<file path="src/rtl/rect_fill_if.sv">
// Pixel-fill request/stream bundle between the game-control FSM and the rectangle fill engine.
// RECT_FILL_CHECKER_EN adds the checkerboard request bit.
interface rect_fill_if #(
  parameter int X_W     = 8,
  parameter int Y_W     = 7,
  parameter int COLOR_W = 3
);
  logic               start;
  logic [X_W-1:0]     x0;
  logic [Y_W-1:0]     y0;
  logic [X_W-1:0]     w;
  logic [Y_W-1:0]     h;
  logic [COLOR_W-1:0] color_in;
`ifdef RECT_FILL_CHECKER_EN
  logic               checkerboard;
`endif
  logic               out_ready;
  logic [X_W-1:0]     x_out;
  logic [Y_W-1:0]     y_out;
  logic [COLOR_W-1:0] color_out;
  logic               plot;
  logic               busy;
  logic               done;

`ifdef RECT_FILL_CHECKER_EN
  modport master (
    output start, x0, y0, w, h, color_in, checkerboard, out_ready,
    input  x_out, y_out, color_out, plot, busy, done
  );
  modport slave (
    input  start, x0, y0, w, h, color_in, checkerboard, out_ready,
    output x_out, y_out, color_out, plot, busy, done
  );
`else
  modport master (
    output start, x0, y0, w, h, color_in, out_ready,
    input  x_out, y_out, color_out, plot, busy, done
  );
  modport slave (
    input  start, x0, y0, w, h, color_in, out_ready,
    output x_out, y_out, color_out, plot, busy, done
  );
`endif
endinterface

</file>
<file path="src/rtl/rect_fill_engine.sv">
// Rasterises a clipped, single-colour rectangle into the VGA pixel-write stream, one pixel per accepted cycle.
// Optional checkerboard colouring is enabled with the macro RECT_FILL_CHECKER_EN.
module rect_fill_engine #(
  parameter int X_W      = 8,
  parameter int Y_W      = 7,
  parameter int COLOR_W  = 3,
  parameter int SCREEN_W = 160,
  parameter int SCREEN_H = 120
) (
  input logic       clk,
  input logic       reset_n,
  rect_fill_if.slave bus
);

  localparam logic [X_W:0]   SCREEN_W_C = (X_W+1)'(SCREEN_W);
  localparam logic [Y_W:0]   SCREEN_H_C = (Y_W+1)'(SCREEN_H);
  localparam logic [X_W-1:0] ONE_X      = X_W'(1);
  localparam logic [Y_W-1:0] ONE_Y      = Y_W'(1);

  typedef enum logic [1:0] {
    IDLE = 2'd0,
    FILL = 2'd1,
    DONE = 2'd2
  } state_t;

  state_t             state, state_nxt;

  logic [X_W-1:0]     cnt_x, cnt_x_nxt;
  logic [Y_W-1:0]     cnt_y, cnt_y_nxt;
  logic [X_W-1:0]     lat_x0, lat_x0_nxt;
  logic [Y_W-1:0]     lat_y0, lat_y0_nxt;
  logic [X_W-1:0]     lat_w, lat_w_nxt;
  logic [Y_W-1:0]     lat_h, lat_h_nxt;
  logic [COLOR_W-1:0] lat_color, lat_color_nxt;
`ifdef RECT_FILL_CHECKER_EN
  logic               lat_chk, lat_chk_nxt;
`endif

  logic [X_W-1:0]     x_out_r, x_out_nxt;
  logic [Y_W-1:0]     y_out_r, y_out_nxt;
  logic [COLOR_W-1:0] color_r, color_nxt;
  logic               plot_r, plot_nxt;

  // Pixel-generation operands: either the new request (on start) or the next raster position.
  logic [X_W-1:0]     px_x0, px_cx, adv_x;
  logic [Y_W-1:0]     px_y0, px_cy, adv_y;
  logic [COLOR_W-1:0] px_color;
  logic               px_chk;
  logic               last_x, last_y, load_px;
  logic [X_W:0]       x_sum;
  logic [Y_W:0]       y_sum;

  // Sums are one bit wider than the outputs so that wrap-around never looks on-screen.
  function automatic logic is_visible(input logic [X_W:0] xs, input logic [Y_W:0] ys);
    return (xs < SCREEN_W_C) && (ys < SCREEN_H_C);
  endfunction

  function automatic logic [COLOR_W-1:0] pixel_color(input logic [COLOR_W-1:0] c,
                                                     input logic invert);
    return invert ? ~c : c;
  endfunction

  always_ff @(posedge clk) begin
    if (!reset_n) begin
      state     <= IDLE;
      cnt_x     <= '0;
      cnt_y     <= '0;
      lat_x0    <= '0;
      lat_y0    <= '0;
      lat_w     <= '0;
      lat_h     <= '0;
      lat_color <= '0;
`ifdef RECT_FILL_CHECKER_EN
      lat_chk   <= 1'b0;
`endif
      x_out_r   <= '0;
      y_out_r   <= '0;
      color_r   <= '0;
      plot_r    <= 1'b0;
    end else begin
      state     <= state_nxt;
      cnt_x     <= cnt_x_nxt;
      cnt_y     <= cnt_y_nxt;
      lat_x0    <= lat_x0_nxt;
      lat_y0    <= lat_y0_nxt;
      lat_w     <= lat_w_nxt;
      lat_h     <= lat_h_nxt;
      lat_color <= lat_color_nxt;
`ifdef RECT_FILL_CHECKER_EN
      lat_chk   <= lat_chk_nxt;
`endif
      x_out_r   <= x_out_nxt;
      y_out_r   <= y_out_nxt;
      color_r   <= color_nxt;
      plot_r    <= plot_nxt;
    end
  end

  always_comb begin
    state_nxt     = state;
    cnt_x_nxt     = cnt_x;
    cnt_y_nxt     = cnt_y;
    lat_x0_nxt    = lat_x0;
    lat_y0_nxt    = lat_y0;
    lat_w_nxt     = lat_w;
    lat_h_nxt     = lat_h;
    lat_color_nxt = lat_color;
`ifdef RECT_FILL_CHECKER_EN
    lat_chk_nxt   = lat_chk;
`endif
    x_out_nxt     = x_out_r;
    y_out_nxt     = y_out_r;
    color_nxt     = color_r;
    plot_nxt      = plot_r;
    load_px       = 1'b0;

    last_x = (cnt_x == lat_w - ONE_X);
    last_y = (cnt_y == lat_h - ONE_Y);
    adv_x  = last_x ? '0 : cnt_x + ONE_X;
    adv_y  = last_x ? cnt_y + ONE_Y : cnt_y;

    px_x0    = lat_x0;
    px_y0    = lat_y0;
    px_cx    = adv_x;
    px_cy    = adv_y;
    px_color = lat_color;
`ifdef RECT_FILL_CHECKER_EN
    px_chk   = lat_chk;
`else
    px_chk   = 1'b0;
`endif

    case (state)
      IDLE: begin
        if (bus.start) begin
          lat_x0_nxt    = bus.x0;
          lat_y0_nxt    = bus.y0;
          lat_w_nxt     = bus.w;
          lat_h_nxt     = bus.h;
          lat_color_nxt = bus.color_in;
`ifdef RECT_FILL_CHECKER_EN
          lat_chk_nxt   = bus.checkerboard;
`endif
          cnt_x_nxt     = '0;
          cnt_y_nxt     = '0;
          if (bus.w == '0 || bus.h == '0) begin
            state_nxt = DONE;
          end else begin
            state_nxt = FILL;
            px_x0     = bus.x0;
            px_y0     = bus.y0;
            px_cx     = '0;
            px_cy     = '0;
            px_color  = bus.color_in;
`ifdef RECT_FILL_CHECKER_EN
            px_chk    = bus.checkerboard;
`endif
            load_px   = 1'b1;
          end
        end
      end
      FILL: begin
        // Off-screen pixels never wait for the downstream write port.
        if (bus.out_ready || !plot_r) begin
          if (last_x && last_y) begin
            state_nxt = DONE;
            plot_nxt  = 1'b0;
          end else begin
            cnt_x_nxt = adv_x;
            cnt_y_nxt = adv_y;
            load_px   = 1'b1;
          end
        end
      end
      DONE: begin
        state_nxt = IDLE;
      end
      default: begin
        state_nxt = IDLE;
      end
    endcase

    x_sum = {1'b0, px_x0} + {1'b0, px_cx};
    y_sum = {1'b0, px_y0} + {1'b0, px_cy};
    if (load_px) begin
      x_out_nxt = x_sum[X_W-1:0];
      y_out_nxt = y_sum[Y_W-1:0];
      color_nxt = pixel_color(px_color, px_chk & (px_cx[0] ^ px_cy[0]));
      plot_nxt  = is_visible(x_sum, y_sum);
    end
  end

  assign bus.x_out     = x_out_r;
  assign bus.y_out     = y_out_r;
  assign bus.color_out = color_r;
  assign bus.plot      = plot_r;
  assign bus.busy      = (state == FILL);
  assign bus.done      = (state == DONE);

endmodule
</file>
<file path="src/flat_wrapper.sv">
// flat-port wrapper written by rule: the top's interface ports become plain ports
module rect_fill_engine_flat 
#(
  parameter int X_W      = 8,
  parameter int Y_W      = 7,
  parameter int COLOR_W  = 3,
  parameter int SCREEN_W = 160,
  parameter int SCREEN_H = 120
)
  (clk, reset_n, bus_start, bus_x0, bus_y0, bus_w, bus_h, bus_color_in, bus_out_ready, bus_x_out, bus_y_out, bus_color_out, bus_plot, bus_busy, bus_done);
  rect_fill_if #(.X_W(X_W), .Y_W(Y_W), .COLOR_W(COLOR_W)) bus_i ();
  input logic clk;
  input logic reset_n;
  input wire logic [$bits(bus_i.start)-1:0] bus_start;
  input wire logic [$bits(bus_i.x0)-1:0] bus_x0;
  input wire logic [$bits(bus_i.y0)-1:0] bus_y0;
  input wire logic [$bits(bus_i.w)-1:0] bus_w;
  input wire logic [$bits(bus_i.h)-1:0] bus_h;
  input wire logic [$bits(bus_i.color_in)-1:0] bus_color_in;
  input wire logic [$bits(bus_i.out_ready)-1:0] bus_out_ready;
  output wire logic [$bits(bus_i.x_out)-1:0] bus_x_out;
  output wire logic [$bits(bus_i.y_out)-1:0] bus_y_out;
  output wire logic [$bits(bus_i.color_out)-1:0] bus_color_out;
  output wire logic [$bits(bus_i.plot)-1:0] bus_plot;
  output wire logic [$bits(bus_i.busy)-1:0] bus_busy;
  output wire logic [$bits(bus_i.done)-1:0] bus_done;
  assign bus_i.start = bus_start;
  assign bus_i.x0 = bus_x0;
  assign bus_i.y0 = bus_y0;
  assign bus_i.w = bus_w;
  assign bus_i.h = bus_h;
  assign bus_i.color_in = bus_color_in;
  assign bus_i.out_ready = bus_out_ready;
  assign bus_x_out = bus_i.x_out;
  assign bus_y_out = bus_i.y_out;
  assign bus_color_out = bus_i.color_out;
  assign bus_plot = bus_i.plot;
  assign bus_busy = bus_i.busy;
  assign bus_done = bus_i.done;
  rect_fill_engine #(.X_W(X_W), .Y_W(Y_W), .COLOR_W(COLOR_W), .SCREEN_W(SCREEN_W), .SCREEN_H(SCREEN_H)) u_core (.clk(clk), .reset_n(reset_n), .bus(bus_i));
endmodule
</file>
<file path="config.mk">
export PLATFORM = sky130hd
export DESIGN_NAME = rect_fill_engine_flat
export DESIGN_NICKNAME = d
export VERILOG_FILES = /design/src/rtl/rect_fill_if.sv /design/src/rtl/rect_fill_engine.sv /design/src/flat_wrapper.sv
export SDC_FILE = /design/constraint.sdc
export NUM_CORES = 1
export LEC_CHECK = 0
export CORE_ASPECT_RATIO = 1.75
export CORE_MARGIN = 1
export CORE_UTILIZATION = 40
export CTS_CLUSTER_DIAMETER = 100
export DETAILED_ROUTE_END_ITERATION = 10
export PLACE_DENSITY = 0.59
export SLEW_MARGIN = 25
export SYNTH_ARGS = -nofsm -noshare
export SYNTH_HDL_FRONTEND = slang
export SYNTH_SLANG_ARGS = --single-unit
</file>
<file path="constraint.sdc">
create_clock -name clk -period 12.7 [get_ports clk]
set_input_delay 3.81 -clock clk [delete_from_list [all_inputs] [get_ports clk]]
set_output_delay 3.81 -clock clk [all_outputs]
set_load 0.02 [all_outputs]
</file>
==> reports/qor.csv <==
metric;value;unit
wl_per_cell;14.83;um
arrival;7.96;ns
r2r_slack;8.62;ns
seqCellArea;1381;um^2
worst_slew_pin_slew;0.9909;ns
place.gp.congestion;0.8674;
maxPowerGroup;registers;
comb_cells;452;
die_h;140.3;um
largest_class;logic gates;
yosys_cells;571;
finalClockSkew;0.007474;ns
comb_power;0.110;mW
nets;669;
initCoreUtil;41.11;%
ff2ff_path_depth;18;
die-area;11370;um^2
timing.slew.headroom;33.94;%
yosysUniqueCellTypes;61;
p_sw;0.1604;mW
cpPeakStageDelay;0.60;ns
die_w;81.03;um
p_seq;0.237;mW
cts_hold_buf;0;
core.rowCount;50;
async_flop_share;0;%
ys_chip_area;4372;um^2
cts_buffer_depth;2;
timing.final.crit_share;60.76;%
drtPass1Iterations;5;
tns;0;ns
syn_inst;571;
final_hold_viol_count;0;
finalCriticalPeriod;7.717;ns
edf_count;0;
cts_tree;done;
status;completed;
lay_top_count;nand2_1;
postLayoutCellArea;5271;um^2
drv_cap;0;
grt_pass1_vias;3853;
critical_path_class;primary input to flip-flop;
seq_cells;69;
synth_flops;69;
antenna_found_initial;0;
cpMaxStageDelayCell;nand2_1;
fillCellCount;1070;
rsz0062_at_grt;false;
combGateArea;2801;um^2
buf_share;11.16;%
ant_nets;0;
warning_count;26;
path_delay_family;simple AND/OR/NAND/NOR gates;
cts_sinks;69;
drt_iter0_drc;263;
n_all_buffers;60;
p_total;0.5776;mW
crit_required;12.94;ns
n_all_inverters;19;
p_leak;2.100;nW
p_clk_share;39.9;%
-- stage by stage --
step	instances	util [%]
floorplan	571	-
global placement	730	47.06
detailed placement	730	47.06
CTS	744	49.56
global route	744	49.56
finish	744	49.56
-- layer usage --
layer / track usage [%] / vias to the layer above / share of wire, %
met5: 0 / - / 0
met4: 7.895 / 0 / 1.7
met3: 3.127 / 11 / 3.6
met2: 35.07 / 85 / 51
met1: 25.28 / 1855 / 43
li1: - / 2027 / -
-- synthesized netlist by cell type, types with 4 or more instances --
master | count | share of area (%)
a21boi_0 | 33 | 5.7
a21o_1 | 4 | 0.69
a21oi_1 | 15 | 1.7
and3_1 | 5 | 0.72
clkbuf_1 | 25 | 2.1
dfxtp_1 | 69 | 32
ha_1 | 19 | 5.4
inv_1 | 19 | 1.6
mux2i_1 | 19 | 4.4
nand2_1 | 162 | 14
nand2b_1 | 10 | 1.4
nand3_1 | 17 | 1.9
nand4_1 | 5 | 0.72
nor2_1 | 36 | 3.1
nor3_1 | 9 | 1.0
nor4_1 | 5 | 0.72
o211ai_1 | 5 | 0.86
o21a_1 | 4 | 0.69
o21ai_0 | 7 | 0.80
xnor2_1 | 29 | 5.8
xor2_1 | 7 | 1.4
-- worst min path at each step --
stage	slack (ns)	endpoint	cells after the start	startpoint
floorplan	0.44	u_core.lat_color[0]$_SDFFE_PN0P_	2	u_core.lat_color[0]$_SDFFE_PN0P_
global placement	0.45	u_core.bus.x_out[5]$_SDFFE_PN0P_	2	u_core.bus.x_out[5]$_SDFFE_PN0P_
detailed placement	0.46	u_core.bus.x_out[5]$_SDFFE_PN0P_	2	u_core.bus.x_out[5]$_SDFFE_PN0P_
CTS	0.47	u_core.bus.x_out[7]$_SDFFE_PN0P_	2	u_core.bus.x_out[7]$_SDFFE_PN0P_
global route	0.49	u_core.lat_x0[7]$_SDFFE_PN0P_	2	u_core.lat_x0[7]$_SDFFE_PN0P_
finish	0.46	u_core.lat_y0[0]$_SDFFE_PN0P_	2	u_core.lat_y0[0]$_SDFFE_PN0P_
-- sequential cells by signal (all words and copies together), names as in the netlist --
register	cells
u_core.cnt_x	8
u_core.lat_h	7
u_core.lat_w	8
u_core.state	2
u_core.bus.x_out	8
u_core.bus.color_out	3
u_core.lat_color	3
u_core.cnt_y	7
u_core.bus.y_out	7
u_core.lat_y0	7
u_core.lat_x0	8
u_core.bus.plot	1
-- kinds of logic (layout without fill, tap and decap cells) --
| family | Yosys count | count (layout) | share of synthesized area, % |
|---|---|---|---|
| AND/OR/NAND/NOR | 271 | 271 | 27.39 |
| multiplexers | 20 | 20 | 4.608 |
| XOR/XNOR | 37 | 37 | 7.727 |
| flip-flops | 69 | 69 | 31.60 |
| buffers and inverters | 50 | 93 | 4.436 |
| AND-OR/OR-AND | 103 | 103 | 17.89 |
| adder cells (fa/ha/maj) | 21 | 21 | 6.354 |
-- worst register-to-register path, delay by kind of cell, from the launching register on --
family                     cells  cell delay (ns)
DFF                            1             0.36
xor gates and xnor gates       1             0.14
and+or+nand+nor                4             0.65
AOI/OAI and AO/OA              8             1.85
adders and majority gates      3             0.86
buffers and inverters          2             0.13
Fig. 1: metal 1
Supply wires on this layer in gray.
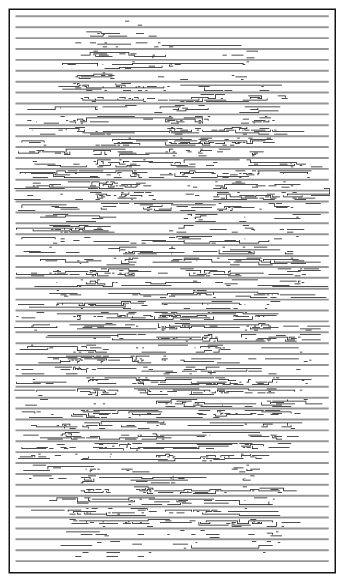
- main direction: horizontal
- nets with wire on the layer: 605
- share of all routed wire: 43%
- wire length on this layer: 4770 um
- longest straight run: 27.6 um
via count: 3978
grt met1 use: 25.28%
routed wire length: 11030 um

Fig. 2: metal 2
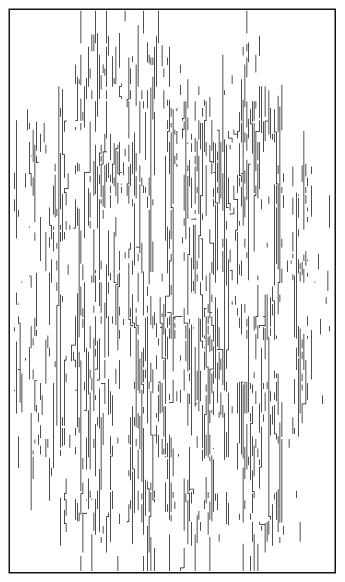
- share of all routed wire: 51%
- main direction: vertical
- nets with wire on the layer: 564
- longest straight run: 62.6 um

